### Power grid

Bar = 10 um. Pins as bars on the die edge. Tap cells in gray.
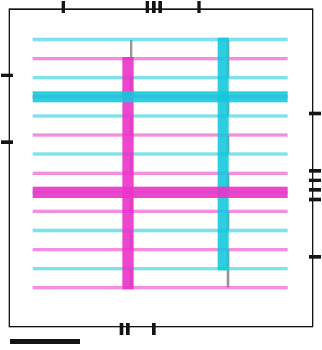
### Placement by cell class

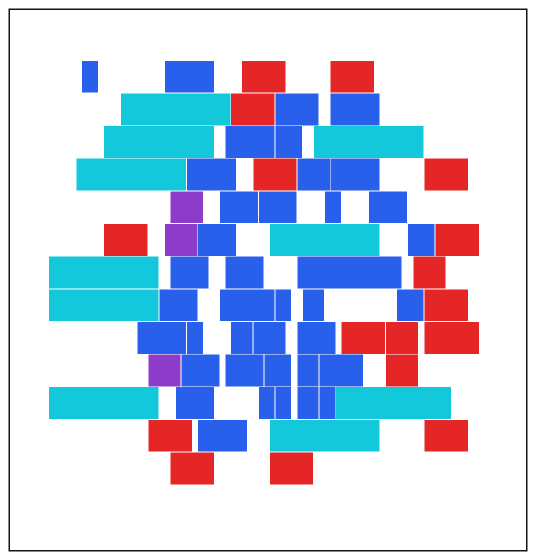
### Clock network drawn from the DEF

Bar = 10 um.
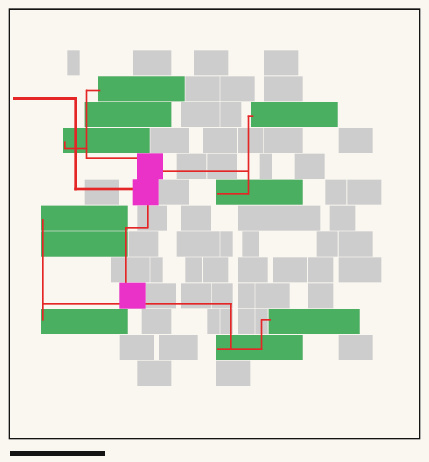
### Wiring by layer

Bar = 10 um. Only two layers are drawn.
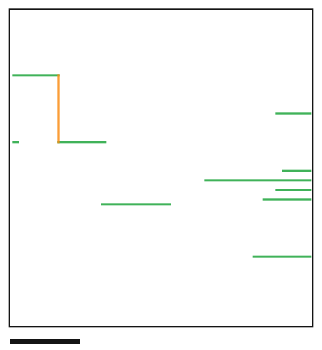
$ cat src/rtl/burst_rd_seq_if.sv
// Handshake bundle between a burst requester, burst_rd_seq and the downstream read FSM.
// The slave modport is the sequencer's view; master is the requester/responder side.
interface burst_rd_seq_if #(
  parameter int unsigned LEN_W = 4
) ();

  logic             start;
  logic [LEN_W-1:0] len;
  logic             ds;
  logic             go;
  logic             busy;
  logic             done;
  logic             err;
  logic [LEN_W-1:0] beat_cnt;

  modport master (
    output start, len, ds,
    input  go, busy, done, err, beat_cnt
  );

  modport slave (
    input  start, len, ds,
    output go, busy, done, err, beat_cnt
  );

endinterface

$ cat src/rtl/burst_rd_seq.sv
// Burst read sequencer: launches one downstream read per beat and counts completions.
// Define BURST_RD_SEQ_TIMEOUT_EN to add the per-beat WAIT timeout, ERR state and sticky err.
module burst_rd_seq #(
  parameter int unsigned LEN_W   = 4,
  parameter int unsigned TIMEOUT = 15
) (
  input  logic          clk_i,
  input  logic          rst_ni,
  burst_rd_seq_if.slave bus_io
);

  typedef enum logic [2:0] {StIdle, StIssue, StWait, StFin, StErr} state_e;

  state_e           state_q, state_d;
  logic [LEN_W-1:0] len_q, len_d;
  logic [LEN_W-1:0] cnt_q, cnt_d;
  logic [LEN_W-1:0] cnt_inc;

  if (TIMEOUT < 1 || TIMEOUT > 255) begin : gen_bad_timeout
    $error("burst_rd_seq: TIMEOUT must be in 1..255");
  end

`ifdef BURST_RD_SEQ_TIMEOUT_EN
  localparam logic [7:0] TimerMax = 8'(TIMEOUT - 1);
  logic [7:0] timer_q, timer_d;
  logic       err_q, err_d;
`endif

  assign cnt_inc = cnt_q + LEN_W'(1);

  always_comb begin
    state_d = state_q;
    len_d   = len_q;
    cnt_d   = cnt_q;
`ifdef BURST_RD_SEQ_TIMEOUT_EN
    timer_d = timer_q;
    err_d   = err_q;
`endif
    unique case (state_q)
      StIdle: begin
        if (bus_io.start) begin
          len_d   = bus_io.len;
          cnt_d   = '0;
`ifdef BURST_RD_SEQ_TIMEOUT_EN
          err_d   = 1'b0;
`endif
          // A zero-length burst completes without launching any beat.
          state_d = (bus_io.len == '0) ? StFin : StIssue;
        end
      end
      StIssue: begin
`ifdef BURST_RD_SEQ_TIMEOUT_EN
        timer_d = '0;
`endif
        state_d = StWait;
      end
      StWait: begin
        // ds takes priority over a timer expiring in the same cycle.
        if (bus_io.ds) begin
          cnt_d   = cnt_inc;
          state_d = (cnt_inc == len_q) ? StFin : StIssue;
        end
`ifdef BURST_RD_SEQ_TIMEOUT_EN
        else if (timer_q == TimerMax) begin
          err_d   = 1'b1;
          state_d = StErr;
        end else begin
          timer_d = timer_q + 8'd1;
        end
`endif
      end
      StFin:   state_d = StIdle;
      StErr:   state_d = StIdle;
      default: state_d = StIdle;
    endcase
  end

  always_ff @(posedge clk_i or negedge rst_ni) begin
    if (!rst_ni) begin
      state_q <= StIdle;
      len_q   <= '0;
      cnt_q   <= '0;
`ifdef BURST_RD_SEQ_TIMEOUT_EN
      timer_q <= '0;
      err_q   <= 1'b0;
`endif
    end else begin
      state_q <= state_d;
      len_q   <= len_d;
      cnt_q   <= cnt_d;
`ifdef BURST_RD_SEQ_TIMEOUT_EN
      timer_q <= timer_d;
      err_q   <= err_d;
`endif
    end
  end

  assign bus_io.go       = (state_q == StIssue);
  assign bus_io.done     = (state_q == StFin);
  assign bus_io.busy     = (state_q != StIdle);
  assign bus_io.beat_cnt = cnt_q;
`ifdef BURST_RD_SEQ_TIMEOUT_EN
  assign bus_io.err      = err_q;
`else
  assign bus_io.err      = 1'b0;
`endif

endmodule

$ cat src/flat_wrapper.sv
// flat-port wrapper written by rule: the top's interface ports become plain ports
module burst_rd_seq_flat 
#(
  parameter int unsigned LEN_W   = 4,
  parameter int unsigned TIMEOUT = 15
)
  (clk_i, rst_ni, bus_io_start, bus_io_len, bus_io_ds, bus_io_go, bus_io_busy, bus_io_done, bus_io_err, bus_io_beat_cnt);
  burst_rd_seq_if #(.LEN_W(LEN_W)) bus_io_i ();
  input  logic clk_i;
  input  logic rst_ni;
  input wire logic [$bits(bus_io_i.start)-1:0] bus_io_start;
  input wire logic [$bits(bus_io_i.len)-1:0] bus_io_len;
  input wire logic [$bits(bus_io_i.ds)-1:0] bus_io_ds;
  output wire logic [$bits(bus_io_i.go)-1:0] bus_io_go;
  output wire logic [$bits(bus_io_i.busy)-1:0] bus_io_busy;
  output wire logic [$bits(bus_io_i.done)-1:0] bus_io_done;
  output wire logic [$bits(bus_io_i.err)-1:0] bus_io_err;
  output wire logic [$bits(bus_io_i.beat_cnt)-1:0] bus_io_beat_cnt;
  assign bus_io_i.start = bus_io_start;
  assign bus_io_i.len = bus_io_len;
  assign bus_io_i.ds = bus_io_ds;
  assign bus_io_go = bus_io_i.go;
  assign bus_io_busy = bus_io_i.busy;
  assign bus_io_done = bus_io_i.done;
  assign bus_io_err = bus_io_i.err;
  assign bus_io_beat_cnt = bus_io_i.beat_cnt;
  burst_rd_seq #(.LEN_W(LEN_W), .TIMEOUT(TIMEOUT)) u_core (.clk_i(clk_i), .rst_ni(rst_ni), .bus_io(bus_io_i));
endmodule
$ cat config.mk
export PLATFORM = sky130hd
export DESIGN_NAME = burst_rd_seq_flat
export DESIGN_NICKNAME = d
export VERILOG_FILES = /design/src/rtl/burst_rd_seq_if.sv /design/src/rtl/burst_rd_seq.sv /design/src/flat_wrapper.sv
export SDC_FILE = /design/constraint.sdc
export NUM_CORES = 1
export LEC_CHECK = 0
export CAP_MARGIN = 20
export CORE_AREA = 3 3 40 42
export CTS_BUF_LIST = sky130_fd_sc_hd__clkbuf_2 sky130_fd_sc_hd__clkbuf_4 sky130_fd_sc_hd__clkbuf_8
export DETAILED_ROUTE_END_ITERATION = 6
export DIE_AREA = 0 0 43 45
export PLACE_DENSITY = 0.74
export SLEW_MARGIN = 20
export SYNTH_ARGS = -nofsm -noshare
export SYNTH_HDL_FRONTEND = slang
export SYNTH_SLANG_ARGS = --single-unit
$ cat constraint.sdc
create_clock -name clk_i -period 1.9 [get_ports clk_i]
set_clock_uncertainty 0.2 [all_clocks]
set_input_delay 0.19 -clock clk_i [delete_from_list [all_inputs] [get_ports clk_i]]
set_output_delay 0.19 -clock clk_i [all_outputs]
set_load 0.01 [all_outputs]
==> impl_metrics.py <==
# Metrics from the implementation run
metrics = {
    "clock_network": {
        "clkTransAtPathRegs_ns": 0.06,
        "hold_buffers": 0,
        "cts_resized": 1,
        "tritoncts": "yes",
    },
    "power_and_ir_drop": {
        "p_int_w": 0.000750,
        "p_leak_nw": 0.359,
        "max-vdd-ir-drop_mv": 0.772,
        "power-per-cell-area_nw_per_um2": 1480,
        "p_switching_w": 0.000400,
        "p_sw_frac": 0.348,
        "power_frac_comb": 0.535,
    },
    "final_timing": {
        "period_needed_ns": 1.82,
        "rsz0062_at_grt": "no",
        "max_freq_mhz": 551,
        "slew_viol_final": 0,
        "finalHoldViolations": 0,
        "hold_ws_ns": 0.0590,
        "finalClockPeriodUsage": 0.956,
    },
    "logic_synthesis": {
        "synth_top_cell_by_area": "dfrtp_1",
        "synth_flop_count": 10,
        "syn_area_per_cell_um2": 11.4,
        "top_cell_area_share": 0.423,
        "syn_area_um2": 592,
        "topCellsByArea": "dfrtp_1 42%, mux2_1 7.6%, a22o_1 5.9%",
        "syn_nets": 61,
        "postSynthSeqShare": 0.423,
        "synth_chip_area_um2": 592,
        "yosys.area_share.aoi": 0.127,
        "logic_family": "multiplexers",
        "ys_sh_mux": 0.131,
        "adder_share": 0.0211,
    },
    "setup_path": {
        "timing.rr.end": "u_core.state_q[1]$_DFFE_PN0P_",
        "crit_type": "reg -> reg",
        "rr_worst_depth": 4,
        "reg2reg_slack_ns": 0.08,
        "cp.arrival_ns": 1.80,
        "cp-startpoint": "u_core.bus_io.beat_cnt[0]$_DFFE_PN0P_",
        "worstSetupStartpointType": "flip-flop",
        "crit_path_max_fanout": 6,
        "r2r-start": "u_core.bus_io.beat_cnt[0]$_DFFE_PN0P_",
        "endpoint": "u_core.state_q[1]$_DFFE_PN0P_",
        "end_kind": "flip-flop",
    },
    "grt": {
        "globalRouteTotalUtil": 0.127,
        "grt_pass1_vias": 410,
        "gr-total-overflow": 0,
        "top_usage_layer": "met2",
        "met2_usage": 0.207,
    },
    "finish": {
        "layout_top_cells": "13 x clkdlybuf4s50_1, 9 x dfrtp_1, 4 x a22o_1, 4 x mux2_1",
        "fin_util": 0.604,
        "mostFrequentLayoutCell": "clkdlybuf4s50_1",
        "layout-drive-gt1-share": 0.159,
        "diodes": 0,
    },
    "floorplanning": {
        "die_w_um": 43,
        "initial_utilization": 0.461,
        "die_h_um": 45,
    },
    "drt": {
        "routedWlPerCell_um": 13.2,
        "vias": 435,
        "top_layer": "met4",
        "drtIter0Drc": 6,
        "drc": 0,
        "wl_met1_um": 498,
        "wl_met3_um": 66,
        "drt-total-wl_um": 1110,
        "antenna_left": 0,
        "route.met2.wl_um": 531,
    },
    "flow_run": {
        "warnings": 26,
        "max_cap_viol_count": 0,
    },
    "placed_design": {
        "place_ws_ns": 0.0963,
        "port_buffers": 14,
    },
    "run_status": {
        "status": "finished clean",
    },
}
Back to the opening pictures, 'Power grid':
VSS: marked magenta. VDD: marked cyan.
2 straps on met5. 2 straps on met4. 16 signal pins sit on the boundary. 14 met1 rails follow the rows.

Back to the opening pictures, 'Placement by cell class':
other buffers and delay cells: marked red, cells 17. combinational and other logic: marked blue, cells 39. flops: marked cyan, cells 10. clock drivers: marked purple, cells 3.
Seq area share: 0.324
total core area: 1280 um2
row cnt: 13

Back to the opening pictures, 'Clock network drawn from the DEF':
clock drivers: marked magenta, count 3. flip-flops: marked green, count 10. clock wires: marked red, length 122 um.
There are 4 routed clock nets.
Clk network pwr share: 0.120
clk_lat worst skew: 0.25 ns
clk pwr: 0.000138 W

Back to the opening pictures, 'Wiring by layer':
metal 4: marked orange, wire length 9.50 um. metal 3: marked green, wire length 66.7 um.

final cells by class:
class | count | area [um2] | area share
multi-input combinational | 37 | 310 | 0.400
sequential | 10 | 251 | 0.324
timing repair buffer | 17 | 165 | 0.213
clock buffer | 3 | 22.5 | 0.0290
tap | 15 | 18.8 | 0.0242
inverter | 2 | 7.51 | 0.00968
power groups by stage:
stage	registers (W)	clock network, W	logic (W)
5_1_grt	0.000409	0.000156	0.000667
6_report	0.000397	0.000138	0.000615
2_1_floorplan	0.000389	0	0.000413
3_5_place_dp	0.000411	0	0.000583
3_3_place_gp	0.000410	0	0.000575
4_1_cts	0.000411	0.000141	0.000588
synth_stat cells:
| library cell | count |
|---|---|
| nor4b_1 | 1 |
| nand2_1 | 2 |
| o21ai_0 | 3 |
| buf_2 | 1 |
| buf_6 | 1 |
| xor2_1 | 3 |
| a32o_1 | 1 |
| xor3_1 | 1 |
| xnor2_1 | 2 |
| and2_1 | 1 |
| or2_4 | 1 |
| mux2_1 | 4 |
| inv_1 | 2 |
| nand3_1 | 1 |
| mux2_2 | 2 |
| a21o_1 | 1 |
| a22o_1 | 4 |
| nor2_1 | 2 |
| o21bai_1 | 1 |
| conb_1 | 1 |
| dfrtp_1 | 10 |
| buf_4 | 1 |
| mux2i_1 | 1 |
| nor2_4 | 1 |
| nor2b_1 | 2 |
| nor4_1 | 1 |
| ha_1 | 1 |
per-stage QoR:
stage | instances | area, um2 | power [W]
floorplan | 52 | 592 | 0.000802
global placement | 79 | 734 | 0.000986
detailed placement | 79 | 734 | 0.000995
CTS | 82 | 758 | 0.00114
global route | 84 | 776 | 0.00123
finish | 84 | 776 | 0.00115
worst max-delay path, stage by stage (launching register included):
cell     delay [ns]
dfrtp_1        0.45
ha_1           0.35
xor2_1         0.17
nor4b_1        0.36
a32o_1         0.23
Power and IR drop assume default switching activity.
